File: config.mk
export PLATFORM = sky130hd
export DESIGN_NAME = ccd_acq_sched
export DESIGN_NICKNAME = d
export VERILOG_FILES = /design/src/rtl/ccd_pkg.sv /design/src/rtl/ccd_cmd_parser.sv /design/src/rtl/ccd_acq_sched.sv
export SDC_FILE = /design/constraint.sdc
export NUM_CORES = 1
export LEC_CHECK = 0
export CORE_UTILIZATION = 35
export CTS_CLUSTER_SIZE = 40
export DETAILED_ROUTE_END_ITERATION = 10
export GPL_ROUTABILITY_DRIVEN = 0
export SETUP_SLACK_MARGIN = 0.2
export SYNTH_ARGS = -nofsm -noshare
export SYNTH_HDL_FRONTEND = slang
export SYNTH_SLANG_ARGS = --single-unit
File: constraint.sdc
create_clock -name CLK_IN -period 4.05 [get_ports CLK_IN]
set_input_delay 0.405 -clock CLK_IN [delete_from_list [all_inputs] [get_ports CLK_IN]]
set_output_delay 0.405 -clock CLK_IN [all_outputs]
set_load 0.01 [all_outputs]
File: src/rtl/ccd_pkg.sv
// Shared constants and types for the CCD acquisition scheduler:
// host opcodes, sync bytes, parser/TX state encodings, clamp helper.
package ccd_pkg;

  localparam int INT_W = 24;

  localparam logic [7:0] OP_SET_INT = 8'h01;
  localparam logic [7:0] OP_SINGLE  = 8'h02;
  localparam logic [7:0] OP_CONT    = 8'h03;
  localparam logic [7:0] OP_STOP    = 8'h04;
  localparam logic [7:0] OP_STATUS  = 8'h05;

  localparam logic [7:0] SYNC_H0 = 8'hA5;
  localparam logic [7:0] SYNC_H1 = 8'h5A;
  localparam logic [7:0] SYNC_ST = 8'h55;

  typedef enum logic [2:0] {
    TX_IDLE,
    TX_HDR0,
    TX_HDR1,
    TX_HDR2,
    TX_PIXELS,
    TX_STAT0,
    TX_STAT1
  } tx_state_e;

  typedef enum logic [1:0] {
    P_CMD,
    P_ARG0,
    P_ARG1,
    P_ARG2
  } prs_state_e;

  function automatic logic [INT_W-1:0] clamp_int(
    input logic [INT_W-1:0] v,
    input logic [INT_W-1:0] lo
  );
    return (v < lo) ? lo : v;
  endfunction

endpackage

File: src/rtl/ccd_cmd_parser.sv
// Host command parser: one byte per accepted beat, owns int_next and the
// cont/single/status request flags. Ports: i_cmd_* byte in, i_frame_start /
// i_stat_take consume requests, o_* current scheduler settings.
module ccd_cmd_parser
  import ccd_pkg::*;
#(
  parameter int INT_MIN     = 10000,
  parameter int INT_DEFAULT = 100000
) (
  input  logic             CLK_IN,
  input  logic             RST_N,
  input  logic [7:0]       i_cmd_data,
  input  logic             i_cmd_take,
  input  logic             i_frame_start,
  input  logic             i_stat_take,
  output logic [INT_W-1:0] o_int_next,
  output logic             o_cont_mode,
  output logic             o_single_pend,
  output logic             o_stat_pend
);

  prs_state_e r_state;
  prs_state_e w_next;

  logic [7:0] r_arg0;
  logic [7:0] r_arg1;

  logic w_set_single;
  logic w_set_cont;
  logic w_stop;
  logic w_set_stat;
  logic w_ld_int;

  always_ff @(posedge CLK_IN or negedge RST_N) begin
    if (!RST_N) r_state <= P_CMD;
    else        r_state <= w_next;
  end

  always_comb begin
    w_next = r_state;
    if (i_cmd_take) begin
      case (r_state)
        P_CMD:   if (i_cmd_data == OP_SET_INT) w_next = P_ARG0;
        P_ARG0:  w_next = P_ARG1;
        P_ARG1:  w_next = P_ARG2;
        P_ARG2:  w_next = P_CMD;
        default: w_next = P_CMD;
      endcase
    end
  end

  always_comb begin
    w_set_single = 1'b0;
    w_set_cont   = 1'b0;
    w_stop       = 1'b0;
    w_set_stat   = 1'b0;
    w_ld_int     = i_cmd_take && (r_state == P_ARG2);
    if (i_cmd_take && (r_state == P_CMD)) begin
      unique case (1'b1)
        (i_cmd_data == OP_SINGLE): w_set_single = 1'b1;
        (i_cmd_data == OP_CONT):   w_set_cont   = 1'b1;
        (i_cmd_data == OP_STOP):   w_stop       = 1'b1;
        (i_cmd_data == OP_STATUS): w_set_stat   = 1'b1;
        default: ;
      endcase
    end
  end

  // A request arriving on the same cycle it is consumed wins over the clear,
  // so it is never lost.
  always_ff @(posedge CLK_IN or negedge RST_N) begin
    if (!RST_N) begin
      r_arg0        <= '0;
      r_arg1        <= '0;
      o_int_next    <= INT_W'(INT_DEFAULT);
      o_cont_mode   <= 1'b0;
      o_single_pend <= 1'b0;
      o_stat_pend   <= 1'b0;
    end else begin
      if (i_cmd_take && (r_state == P_ARG0)) r_arg0 <= i_cmd_data;
      if (i_cmd_take && (r_state == P_ARG1)) r_arg1 <= i_cmd_data;
      if (w_ld_int)
        o_int_next <= clamp_int({i_cmd_data, r_arg1, r_arg0},
                                INT_W'(INT_MIN));
      if (w_set_cont)  o_cont_mode <= 1'b1;
      else if (w_stop) o_cont_mode <= 1'b0;
      if (w_set_single)                o_single_pend <= 1'b1;
      else if (w_stop || i_frame_start) o_single_pend <= 1'b0;
      if (w_set_stat)       o_stat_pend <= 1'b1;
      else if (i_stat_take) o_stat_pend <= 1'b0;
    end
  end

endmodule

File: src/rtl/ccd_acq_sched.sv
// Acquisition scheduler top: period counter, TX FSM, frame/byte counters.
// Ports: cmd_* host bytes, frame_start/int_time to CCD timing, pix_* in, tx_* out, busy.
module ccd_acq_sched
  import ccd_pkg::*;
#(
  parameter int PIX_BYTES   = 7388,
  parameter int INT_MIN     = 10000,
  parameter int INT_DEFAULT = 100000
) (
  input  logic             CLK_IN,
  input  logic             RST_N,
  input  logic [7:0]       cmd_data,
  input  logic             cmd_valid,
  output logic             cmd_ready,
  output logic             frame_start,
  output logic [INT_W-1:0] int_time,
  input  logic [7:0]       pix_data,
  input  logic             pix_valid,
  output logic             pix_ready,
  output logic [7:0]       tx_data,
  output logic             tx_valid,
  input  logic             tx_ready,
  output logic             busy
);

  localparam logic [15:0] LAST_BYTE = 16'(PIX_BYTES - 1);

  tx_state_e r_state;
  tx_state_e w_next;

  logic [INT_W-1:0] r_period;
  logic [INT_W-1:0] r_int_time;
  logic [INT_W-1:0] w_int_next;
  logic [7:0]       r_fcnt;
  logic [15:0]      r_bytes;
  logic             r_txv;
  logic [7:0]       r_txd;
  logic             r_busy;
  logic             r_cmd_rdy;

  logic       w_cont;
  logic       w_single;
  logic       w_stat_pend;
  logic       w_expired;
  logic       w_go;
  logic       w_fs;
  logic       w_stat_take;
  logic       w_xfer;
  logic       w_nxt_txv;
  logic [7:0] w_nxt_txd;

  ccd_cmd_parser #(
    .INT_MIN     (INT_MIN),
    .INT_DEFAULT (INT_DEFAULT)
  ) u_parser (
    .CLK_IN        (CLK_IN),
    .RST_N         (RST_N),
    .i_cmd_data    (cmd_data),
    .i_cmd_take    (cmd_valid && r_cmd_rdy),
    .i_frame_start (w_fs),
    .i_stat_take   (w_stat_take),
    .o_int_next    (w_int_next),
    .o_cont_mode   (w_cont),
    .o_single_pend (w_single),
    .o_stat_pend   (w_stat_pend)
  );

  assign w_expired = (r_period == '0);
  assign w_go      = (w_single || w_cont) && w_expired;
  assign w_xfer    = tx_valid && tx_ready;

  always_ff @(posedge CLK_IN or negedge RST_N) begin
    if (!RST_N) r_state <= TX_IDLE;
    else        r_state <= w_next;
  end

  always_comb begin
    w_next = r_state;
    case (r_state)
      TX_IDLE: begin
        if (w_stat_pend) w_next = TX_STAT0;
        else if (w_go)   w_next = TX_HDR0;
      end
      TX_HDR0:   if (w_xfer) w_next = TX_HDR1;
      TX_HDR1:   if (w_xfer) w_next = TX_HDR2;
      TX_HDR2:   if (w_xfer) w_next = TX_PIXELS;
      TX_PIXELS: if (w_xfer && (r_bytes == LAST_BYTE)) w_next = TX_IDLE;
      TX_STAT0:  if (w_xfer) w_next = TX_STAT1;
      TX_STAT1:  if (w_xfer) w_next = TX_IDLE;
      default:   w_next = TX_IDLE;
    endcase
  end

  // Header/status bytes are registered on state entry; the status byte
  // therefore captures flags as they stand when STAT1 is entered.
  always_comb begin
    w_fs        = (r_state == TX_IDLE) && !w_stat_pend && w_go;
    w_stat_take = (r_state == TX_IDLE) && w_stat_pend;
    w_nxt_txv   = 1'b1;
    w_nxt_txd   = 8'h00;
    case (w_next)
      TX_HDR0:  w_nxt_txd = SYNC_H0;
      TX_HDR1:  w_nxt_txd = SYNC_H1;
      TX_HDR2:  w_nxt_txd = r_fcnt;
      TX_STAT0: w_nxt_txd = SYNC_ST;
      TX_STAT1: w_nxt_txd = {w_cont, w_single, w_expired, r_fcnt[4:0]};
      default:  w_nxt_txv = 1'b0;
    endcase
  end

  always_ff @(posedge CLK_IN or negedge RST_N) begin
    if (!RST_N) begin
      r_period   <= '0;
      r_int_time <= INT_W'(INT_DEFAULT);
      r_fcnt     <= '0;
      r_bytes    <= '0;
      r_txv      <= 1'b0;
      r_txd      <= '0;
      r_busy     <= 1'b0;
      r_cmd_rdy  <= 1'b0;
    end else begin
      r_cmd_rdy <= 1'b1;
      r_busy    <= (w_next != TX_IDLE);
      if (w_fs) begin
        r_period   <= w_int_next - 24'd1;
        r_int_time <= w_int_next;
      end else if (r_period != '0) begin
        r_period <= r_period - 24'd1;
      end
      if ((r_state == TX_HDR2) && w_xfer) r_fcnt <= r_fcnt + 8'd1;
      if (r_state != TX_PIXELS) r_bytes <= '0;
      else if (w_xfer)          r_bytes <= r_bytes + 16'd1;
      if (w_next != r_state) begin
        r_txv <= w_nxt_txv;
        r_txd <= w_nxt_txd;
      end
    end
  end

  assign cmd_ready   = r_cmd_rdy;
  assign frame_start = w_fs;
  assign int_time    = r_int_time;
  assign busy        = r_busy;
  assign pix_ready   = (r_state == TX_PIXELS) && tx_ready;
  assign tx_valid    = (r_state == TX_PIXELS) ? pix_valid : r_txv;
  assign tx_data     = (r_state == TX_PIXELS) ? pix_data  : r_txd;

endmodule

Figure 1. Clock routing.
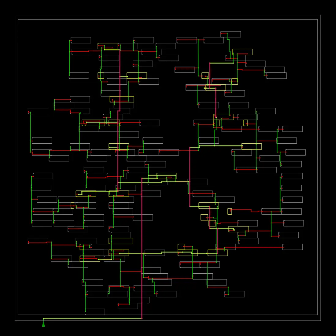
registers: 131
Late-Pin Clk Latency: 430 ps

Figure 2. Pin placement.
Pins as bars across the die edge, other pins in grey.
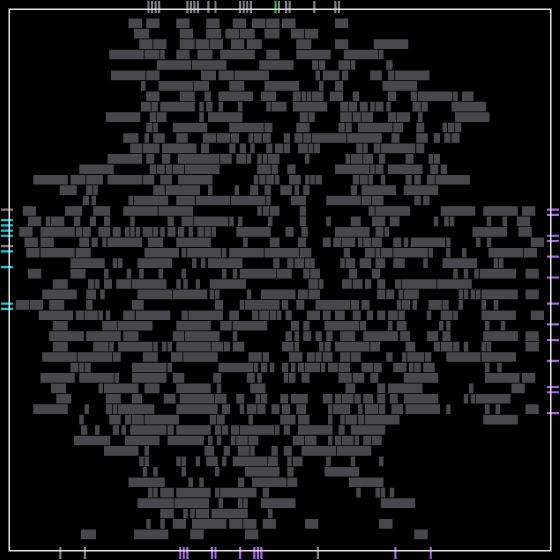
int_time -> purple  # pins 24, direction output, edge 13 right, 11 bottom
busy -> green  # pins 1, direction output, edge top
cmd_data -> cyan  # pins 8, direction input, edge left
all pins by edge = 21 top, 14 bottom, 13 right, 10 left
Die H: 141 um
I/O Buffers: 57
Die Wd: 141 um

==> summary.txt <==
yosys + openroad results -> Buffers, non-clock 68, yosys simple share 24.4%, cell area after layout 8160 um^2, Root Driver clkbuf_16, Max Buffers Root-to-Sink 2, Power Clock 1520 uW, Multi-input gate area 3260 um^2, inverter count 20, setup TNS 0 ps, Max Fclk 0.274 GHz, Biggest consumer registers, Max FO, Critical Path 13, die area 19800 um^2, Flops after synth 131, combinational share of cell area 40.0%, Slew @ Worst Pin 957 ps, area reported by Yosys stat 6740 um^2, initial antenna violation count 0, grt met3 use 3.74%, Worst Hold Class input port to async pin, clock skew 6.86 ps, Synth top cells by count nand2_1 (137), dfrtp_1 (119), nor2_1 (49), M1 GR Usage 27.1%, # hold bufs at CTS 0, asr flop ratio synth 100%, R2R Setup Slk 400 ps, clock sinks 131, Synth warnings 0, RSZ-0062 raised after global routing no, Cell area leaders dfrtp_1 (44%), nand2_1 (7.6%), mux2_2 (6.3%), dfstp_2 (4.7%), a21oi_1 (2.8%), clock network share of area 7.10%, placed insts 991, vias in the first global route 5352, Top class by area flip-flops and latches, R2R depth 10, dominant register cell dfrtp_1, M1 WL 8430 um, number of cells in Yosys stat 718, NonClk Buf Share 8.02%, run status finished, final reports clean, Area Overhead vs Synth 21.0%, antenna diode count 0, Syn Nets 746, CP bufs+invs 0, #MultiIn Comb 538, reg2reg start r_state[0]
Figure 3. Register map, names as in the netlist.
Scale bar: 50 um.
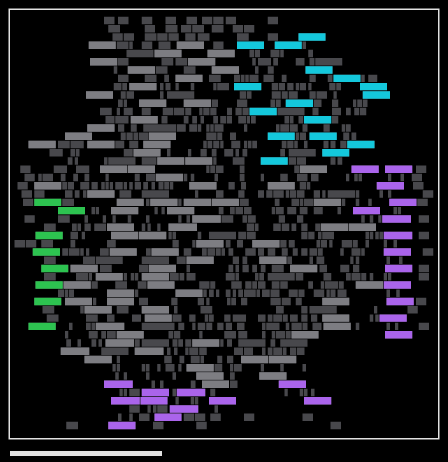
u_parser.r_arg1 -> green  # placed flops 8, where left middle
r_bytes -> cyan  # placed flops 16
int_time -> purple  # placed flops 24
Reg area: 3290 um^2
post-layout util: 43.5%
flop share of the area: 40.4%

Figure 4. Metal layers overlaid.
Only two layers are drawn.
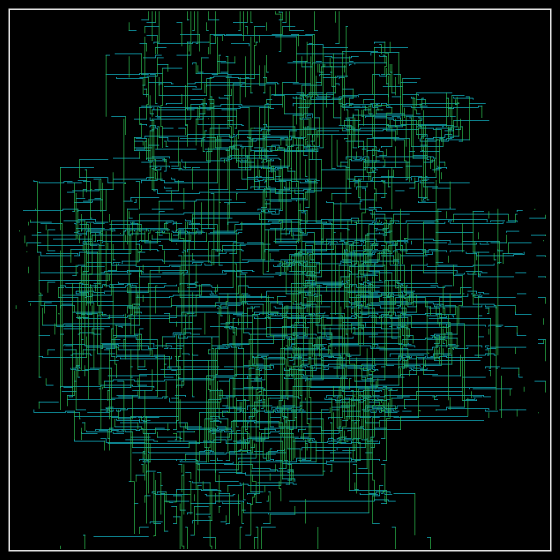
metal 1 -> cyan  # wire length 8430 um
metal 2 -> green  # wire length 7550 um
GRT Total Usage: 18.5%
drt total wl: 17200 um
routed via count: 5698
Routed WL per cell: 16.8 um

## registers in the layout (all words and copies together) (netlist names), 2 cells and up
register,count
int_time,24
r_period,24
u_parser.o_int_next,24
r_bytes,16
r_fcnt,8
r_txd,8
u_parser.r_arg0,8
u_parser.r_arg1,8
r_state,3
u_parser.r_state,2
## worst max path at each step
stage | from | endpoint | slack [ps] | cells after the start
6_report | r_state[0] | r_period[18] | 400 | 10
3_3_place_gp | r_state[0] | r_period[18] | 650 | 10
2_1_floorplan | r_period[15] | r_period[18] | 670 | 13
3_5_place_dp | r_state[0] | r_period[18] | 500 | 10
5_1_grt | r_state[0] | r_period[18] | 200 | 10
4_1_cts | r_state[0] | r_period[18] | 460 | 10
Power and IR drop assume default switching activity.
